## src/rtl/risc_ctrl_seq_if.sv

```systemverilog
// VeriRISC sequencer bus: IR opcode and zero flag in, datapath strobes out.
// The sequencer is the master; the datapath side is the slave.
interface risc_ctrl_seq_if #(
  parameter int OPCODE_W = 3
);

  logic [OPCODE_W-1:0] opcode;
  logic                zero;
  logic                sel;
  logic                rd;
  logic                ld_ir;
  logic                ld_ac;
  logic                ld_pc;
  logic                inc_pc;
  logic                wr;
  logic                data_e;
  logic                halt;
  logic [2:0]          phase;

  modport master (
    input  opcode,
    input  zero,
    output sel,
    output rd,
    output ld_ir,
    output ld_ac,
    output ld_pc,
    output inc_pc,
    output wr,
    output data_e,
    output halt,
    output phase
  );

  modport slave (
    output opcode,
    output zero,
    input  sel,
    input  rd,
    input  ld_ir,
    input  ld_ac,
    input  ld_pc,
    input  inc_pc,
    input  wr,
    input  data_e,
    input  halt,
    input  phase
  );

endinterface

```

## src/rtl/risc_ctrl_seq.sv

```systemverilog
// VeriRISC instruction sequencer: 8-phase counter with opcode decode
// into memory, ACC, PC and bus strobes; optional sticky halt.
module risc_ctrl_seq #(
  parameter int OPCODE_W    = 3,
  parameter bit HALT_STICKY = 1'b1
) (
  input logic              clk,
  input logic              rst_n,
  risc_ctrl_seq_if.master  bus
);

  typedef enum logic [2:0] {
    INST_ADDR  = 3'd0,
    INST_FETCH = 3'd1,
    INST_LOAD  = 3'd2,
    IDLE       = 3'd3,
    OP_ADDR    = 3'd4,
    OP_FETCH   = 3'd5,
    ALU_OP     = 3'd6,
    STORE      = 3'd7
  } phase_e;

  localparam logic [OPCODE_W-1:0] HLT = OPCODE_W'(0);
  localparam logic [OPCODE_W-1:0] SKZ = OPCODE_W'(1);
  localparam logic [OPCODE_W-1:0] ADD = OPCODE_W'(2);
  localparam logic [OPCODE_W-1:0] AND = OPCODE_W'(3);
  localparam logic [OPCODE_W-1:0] XOR = OPCODE_W'(4);
  localparam logic [OPCODE_W-1:0] LDA = OPCODE_W'(5);
  localparam logic [OPCODE_W-1:0] STO = OPCODE_W'(6);
  localparam logic [OPCODE_W-1:0] JMP = OPCODE_W'(7);

  phase_e phase_q;
  phase_e phase_d;
  logic   halted_q;
  logic   halted_d;

  logic is_hlt;
  logic is_skz;
  logic is_sto;
  logic is_jmp;
  logic aluop;

  assign is_hlt = (bus.opcode == HLT);
  assign is_skz = (bus.opcode == SKZ);
  assign is_sto = (bus.opcode == STO);
  assign is_jmp = (bus.opcode == JMP);
  assign aluop  = (bus.opcode == ADD) | (bus.opcode == AND) |
                  (bus.opcode == XOR) | (bus.opcode == LDA);

  always_ff @(posedge clk or negedge rst_n) begin
    if (!rst_n) begin
      phase_q  <= INST_ADDR;
      halted_q <= 1'b0;
    end else begin
      phase_q  <= phase_d;
      halted_q <= halted_d;
    end
  end

  // A sticky halt parks the counter in OP_ADDR until reset.
  always_comb begin
    phase_d  = phase_e'(phase_q + 3'd1);
    halted_d = halted_q;
    if (halted_q) begin
      phase_d = phase_q;
    end else if (HALT_STICKY && phase_q == OP_ADDR && is_hlt) begin
      phase_d  = phase_q;
      halted_d = 1'b1;
    end
  end

  always_comb begin
    bus.sel    = 1'b0;
    bus.rd     = 1'b0;
    bus.ld_ir  = 1'b0;
    bus.ld_ac  = 1'b0;
    bus.ld_pc  = 1'b0;
    bus.inc_pc = 1'b0;
    bus.wr     = 1'b0;
    bus.data_e = 1'b0;
    bus.halt   = 1'b0;
    if (halted_q) begin
      bus.halt = 1'b1;
    end else begin
      unique case (phase_q)
        INST_ADDR: begin
          bus.sel = 1'b1;
        end
        INST_FETCH: begin
          bus.sel = 1'b1;
          bus.rd  = 1'b1;
        end
        INST_LOAD, IDLE: begin
          bus.sel   = 1'b1;
          bus.rd    = 1'b1;
          bus.ld_ir = 1'b1;
        end
        OP_ADDR: begin
          bus.inc_pc = 1'b1;
          bus.halt   = is_hlt;
        end
        OP_FETCH: begin
          bus.rd = aluop;
        end
        ALU_OP: begin
          bus.rd     = aluop;
          bus.inc_pc = is_skz & bus.zero;
          bus.ld_pc  = is_jmp;
          bus.data_e = is_sto;
        end
        STORE: begin
          bus.rd     = aluop;
          bus.ld_ac  = aluop;
          bus.ld_pc  = is_jmp;
          bus.wr     = is_sto;
          bus.data_e = is_sto;
        end
        default: begin
          bus.sel = 1'b0;
        end
      endcase
    end
  end

  assign bus.phase = phase_q;

endmodule

```

## src/flat_wrapper.sv

```systemverilog
// flat-port wrapper written by rule: the top's interface ports become plain ports
module risc_ctrl_seq_flat 
#(
  parameter int OPCODE_W    = 3,
  parameter bit HALT_STICKY = 1'b1
)
  (clk, rst_n, bus_opcode, bus_zero, bus_sel, bus_rd, bus_ld_ir, bus_ld_ac, bus_ld_pc, bus_inc_pc, bus_wr, bus_data_e, bus_halt, bus_phase);
  risc_ctrl_seq_if #(.OPCODE_W(OPCODE_W)) bus_i ();
  input logic clk;
  input logic rst_n;
  input wire logic [$bits(bus_i.opcode)-1:0] bus_opcode;
  input wire logic [$bits(bus_i.zero)-1:0] bus_zero;
  output wire logic [$bits(bus_i.sel)-1:0] bus_sel;
  output wire logic [$bits(bus_i.rd)-1:0] bus_rd;
  output wire logic [$bits(bus_i.ld_ir)-1:0] bus_ld_ir;
  output wire logic [$bits(bus_i.ld_ac)-1:0] bus_ld_ac;
  output wire logic [$bits(bus_i.ld_pc)-1:0] bus_ld_pc;
  output wire logic [$bits(bus_i.inc_pc)-1:0] bus_inc_pc;
  output wire logic [$bits(bus_i.wr)-1:0] bus_wr;
  output wire logic [$bits(bus_i.data_e)-1:0] bus_data_e;
  output wire logic [$bits(bus_i.halt)-1:0] bus_halt;
  output wire logic [$bits(bus_i.phase)-1:0] bus_phase;
  assign bus_i.opcode = bus_opcode;
  assign bus_i.zero = bus_zero;
  assign bus_sel = bus_i.sel;
  assign bus_rd = bus_i.rd;
  assign bus_ld_ir = bus_i.ld_ir;
  assign bus_ld_ac = bus_i.ld_ac;
  assign bus_ld_pc = bus_i.ld_pc;
  assign bus_inc_pc = bus_i.inc_pc;
  assign bus_wr = bus_i.wr;
  assign bus_data_e = bus_i.data_e;
  assign bus_halt = bus_i.halt;
  assign bus_phase = bus_i.phase;
  risc_ctrl_seq #(.OPCODE_W(OPCODE_W), .HALT_STICKY(HALT_STICKY)) u_core (.clk(clk), .rst_n(rst_n), .bus(bus_i));
endmodule
```

## config.mk

```make
export PLATFORM = sky130hd
export DESIGN_NAME = risc_ctrl_seq_flat
export DESIGN_NICKNAME = d
export VERILOG_FILES = /design/src/rtl/risc_ctrl_seq_if.sv /design/src/rtl/risc_ctrl_seq.sv /design/src/flat_wrapper.sv
export SDC_FILE = /design/constraint.sdc
export NUM_CORES = 1
export LEC_CHECK = 0
export CORE_AREA = 2 2 39 41
export CTS_BUF_LIST = sky130_fd_sc_hd__clkbuf_4 sky130_fd_sc_hd__clkbuf_8
export CTS_CLUSTER_DIAMETER = 200
export DETAILED_ROUTE_END_ITERATION = 7
export DIE_AREA = 0 0 41 43
export PLACE_DENSITY = 0.59
export SYNTH_ARGS = -nofsm -noshare
export SYNTH_HDL_FRONTEND = slang
export SYNTH_SLANG_ARGS = --single-unit
```

## constraint.sdc

```tcl
create_clock -name clk -period 2.06 [get_ports clk]
set_input_delay 0.206 -clock clk [delete_from_list [all_inputs] [get_ports clk]]
set_output_delay 0.206 -clock clk [all_outputs]
set_load 0.01 [all_outputs]
```

run_1/density.png
The bar under the picture is 10 µm long. The die is cut into 8 by 9 equal tiles; dark blue is low, red is high, 0 to 100% covered.
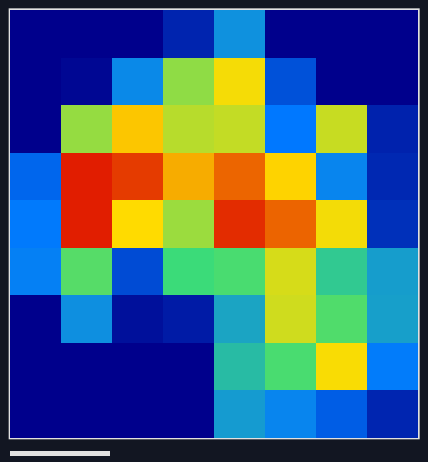
tiles over 75% full	14%
mean over tiles	34%
densest ninth of the die	centre
fullest tile	97%
emptiest ninth of the die	south-west
Pre-Place Util: 0.265
Final Util: 0.452

run_1/cell_classes.png
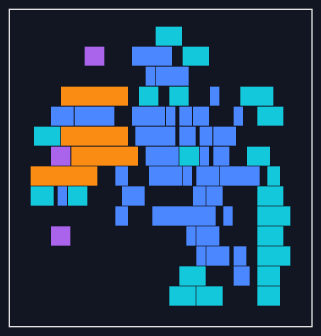
colour	class	cells
purple	cells driving clock nets	3
cyan	other buffers and delay cells	21
orange	flip-flops	4
blue	all other logic	36
core area: 1380 µm²
row count: 14

run_1/wire_density.png
The die is cut into 8 by 9 equal tiles; dark blue is low, red is high, scaled to the fullest tile. Values are wire area over tile area, all layers added.
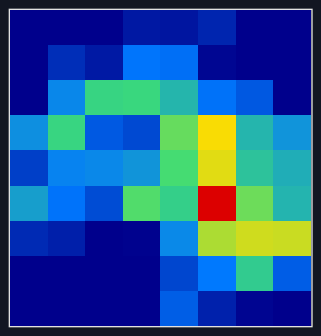
fullest tile	0.34
mean over tiles	0.079
emptiest ninth of the die	south-west
tiles over half the peak	14%
WL final: 870 µm
Vias: 374

run_1/final_clocks.png
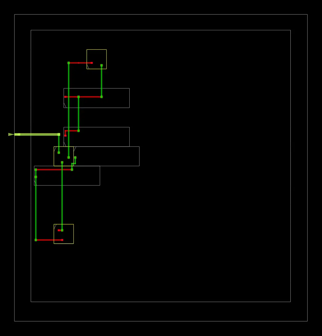
Clock buffer cells: 3

==> flow_metrics.env, run 1 <==
# source this file to load flow results
export IMPL_slew_headroom=0.772
export IMPL_buffers=21
export IMPL_logic_gate_count=32
export IMPL_ys_sh_xor=0.0478
export IMPL_dr_first_iter_drc_count=3
export IMPL_synthToLayoutAreaGrowth_pct=70.6
export IMPL_cts_buffers=3
export IMPL_compound_area_frac=0.140
export IMPL_ys_top_logic_family="simple AND/OR/NAND/NOR gates"
export IMPL_grt_use_total=0.116
export IMPL_first_pass_iters=4
export IMPL_drive_above_1_share=0.250
export IMPL_period_used=0.951
export IMPL_path_buffers=2
export IMPL_status="complete, no violations"
export IMPL_top_cell="ha_1"
export IMPL_timing_worst_setup_path_type="reg -> out"
export IMPL_flop_cell="dfrtp_1"
export IMPL_synthAdderAreaFrac=0.205
export IMPL_synth_top_cell_by_area="dfrtp_1"
export IMPL_antenna_found_initial=0
export IMPL_grt_max_degree=11
export IMPL_io_buffers=17
export IMPL_ff_count=4
export IMPL_pre_cts_slack_ns=-0.0444
export IMPL_root_buffer="clkbuf_4"
export IMPL_rsz0062_at_grt="yes"
export IMPL_ys_sh_simple=0.239
export IMPL_top_cell_area_share=0.273
export IMPL_ant_nets=0
export IMPL_hold_buffers=0
export IMPL_ys_top_cells_by_count="6 x ha_1, 5 x nor2_1, 4 x dfrtp_1, 4 x inv_1, 3 x a21oi_1"
export IMPL_post_cts_resize_count=9
export IMPL_worst_slew_pin_slew_ns=0.342
export IMPL_cp_required_ns=1.85
export IMPL_syn_inst=41
run_1/clock_map.png
The bar under the picture is 10 µm long.
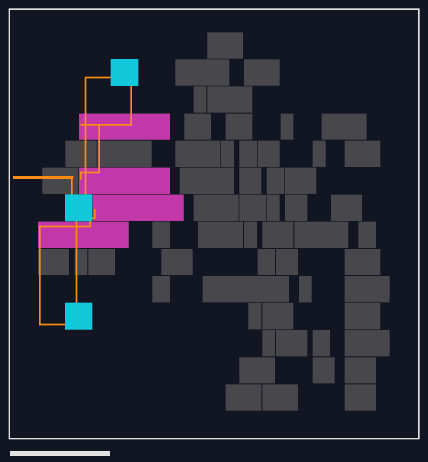

## Run 2: what changed since run 1
Settings changed: ABC_AREA set to 1, PLACE_DENSITY 0.59 to 0.64.
Clock period 2.06 ns to 1.8 ns, I/O delays scaled along.
run_2/clock_map.png
The bar under the picture is 10 µm long.
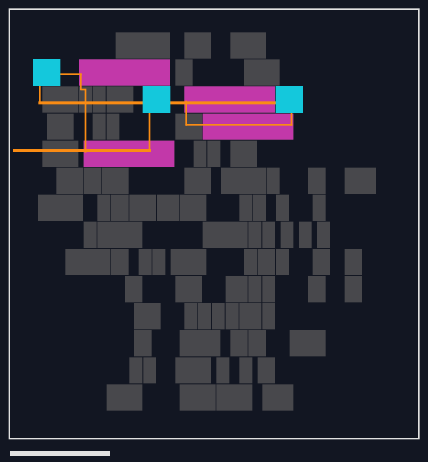
[magenta] flip-flops | count: 4
[orange] clock wires | length: 72.5 µm
[cyan] cells driving clock nets | count: 3
flops lie	north

run_2/wire_density.png
The die is cut into 8 by 9 equal tiles; dark blue is low, red is high, scaled to the fullest tile. Values are wire area over tile area, all layers added.
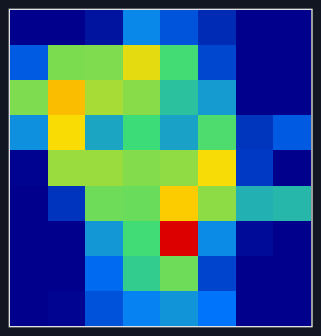
mean over tiles	0.086
tiles over half the peak	31%
fullest tile	0.29
nearly empty tiles	31%
densest ninth of the die	centre
GRT Util Overall: 0.127
DR WL/cell: 9.02 µm
WL final: 947 µm

==> flow_metrics.env, run 2 <==
# source this file to load flow results
export IMPL_status="complete, no violations"
export IMPL_first_pass_iters=3
export IMPL_top_cell_area_share=0.251
export IMPL_cp_required_ns=1.62
export IMPL_ys_sh_simple=0.408
export IMPL_synthToLayoutAreaGrowth_pct=64.6
export IMPL_fp_utilization=0.288
export IMPL_root_buffer="clkbuf_4"
export IMPL_io_buffers=17
export IMPL_core_area_um2=1380
export IMPL_hold_buffers=0
export IMPL_post_cts_resize_count=10
export IMPL_clock_buffers=3
export IMPL_grt_max_degree=7
export IMPL_drive_above_1_share=0.270
export IMPL_syn_inst=59
export IMPL_final_core_util=0.475
export IMPL_ff_count=4
export IMPL_vias=444
export IMPL_timing_worst_setup_path_type="reg -> out"
export IMPL_period_used=0.957
export IMPL_flop_cell="dfrtp_1"
export IMPL_rsz0062_at_grt="no"
export IMPL_path_buffers=2
export IMPL_slew_headroom=0.835
export IMPL_compound_area_frac=0.0502
export IMPL_synthAdderAreaFrac=0.188
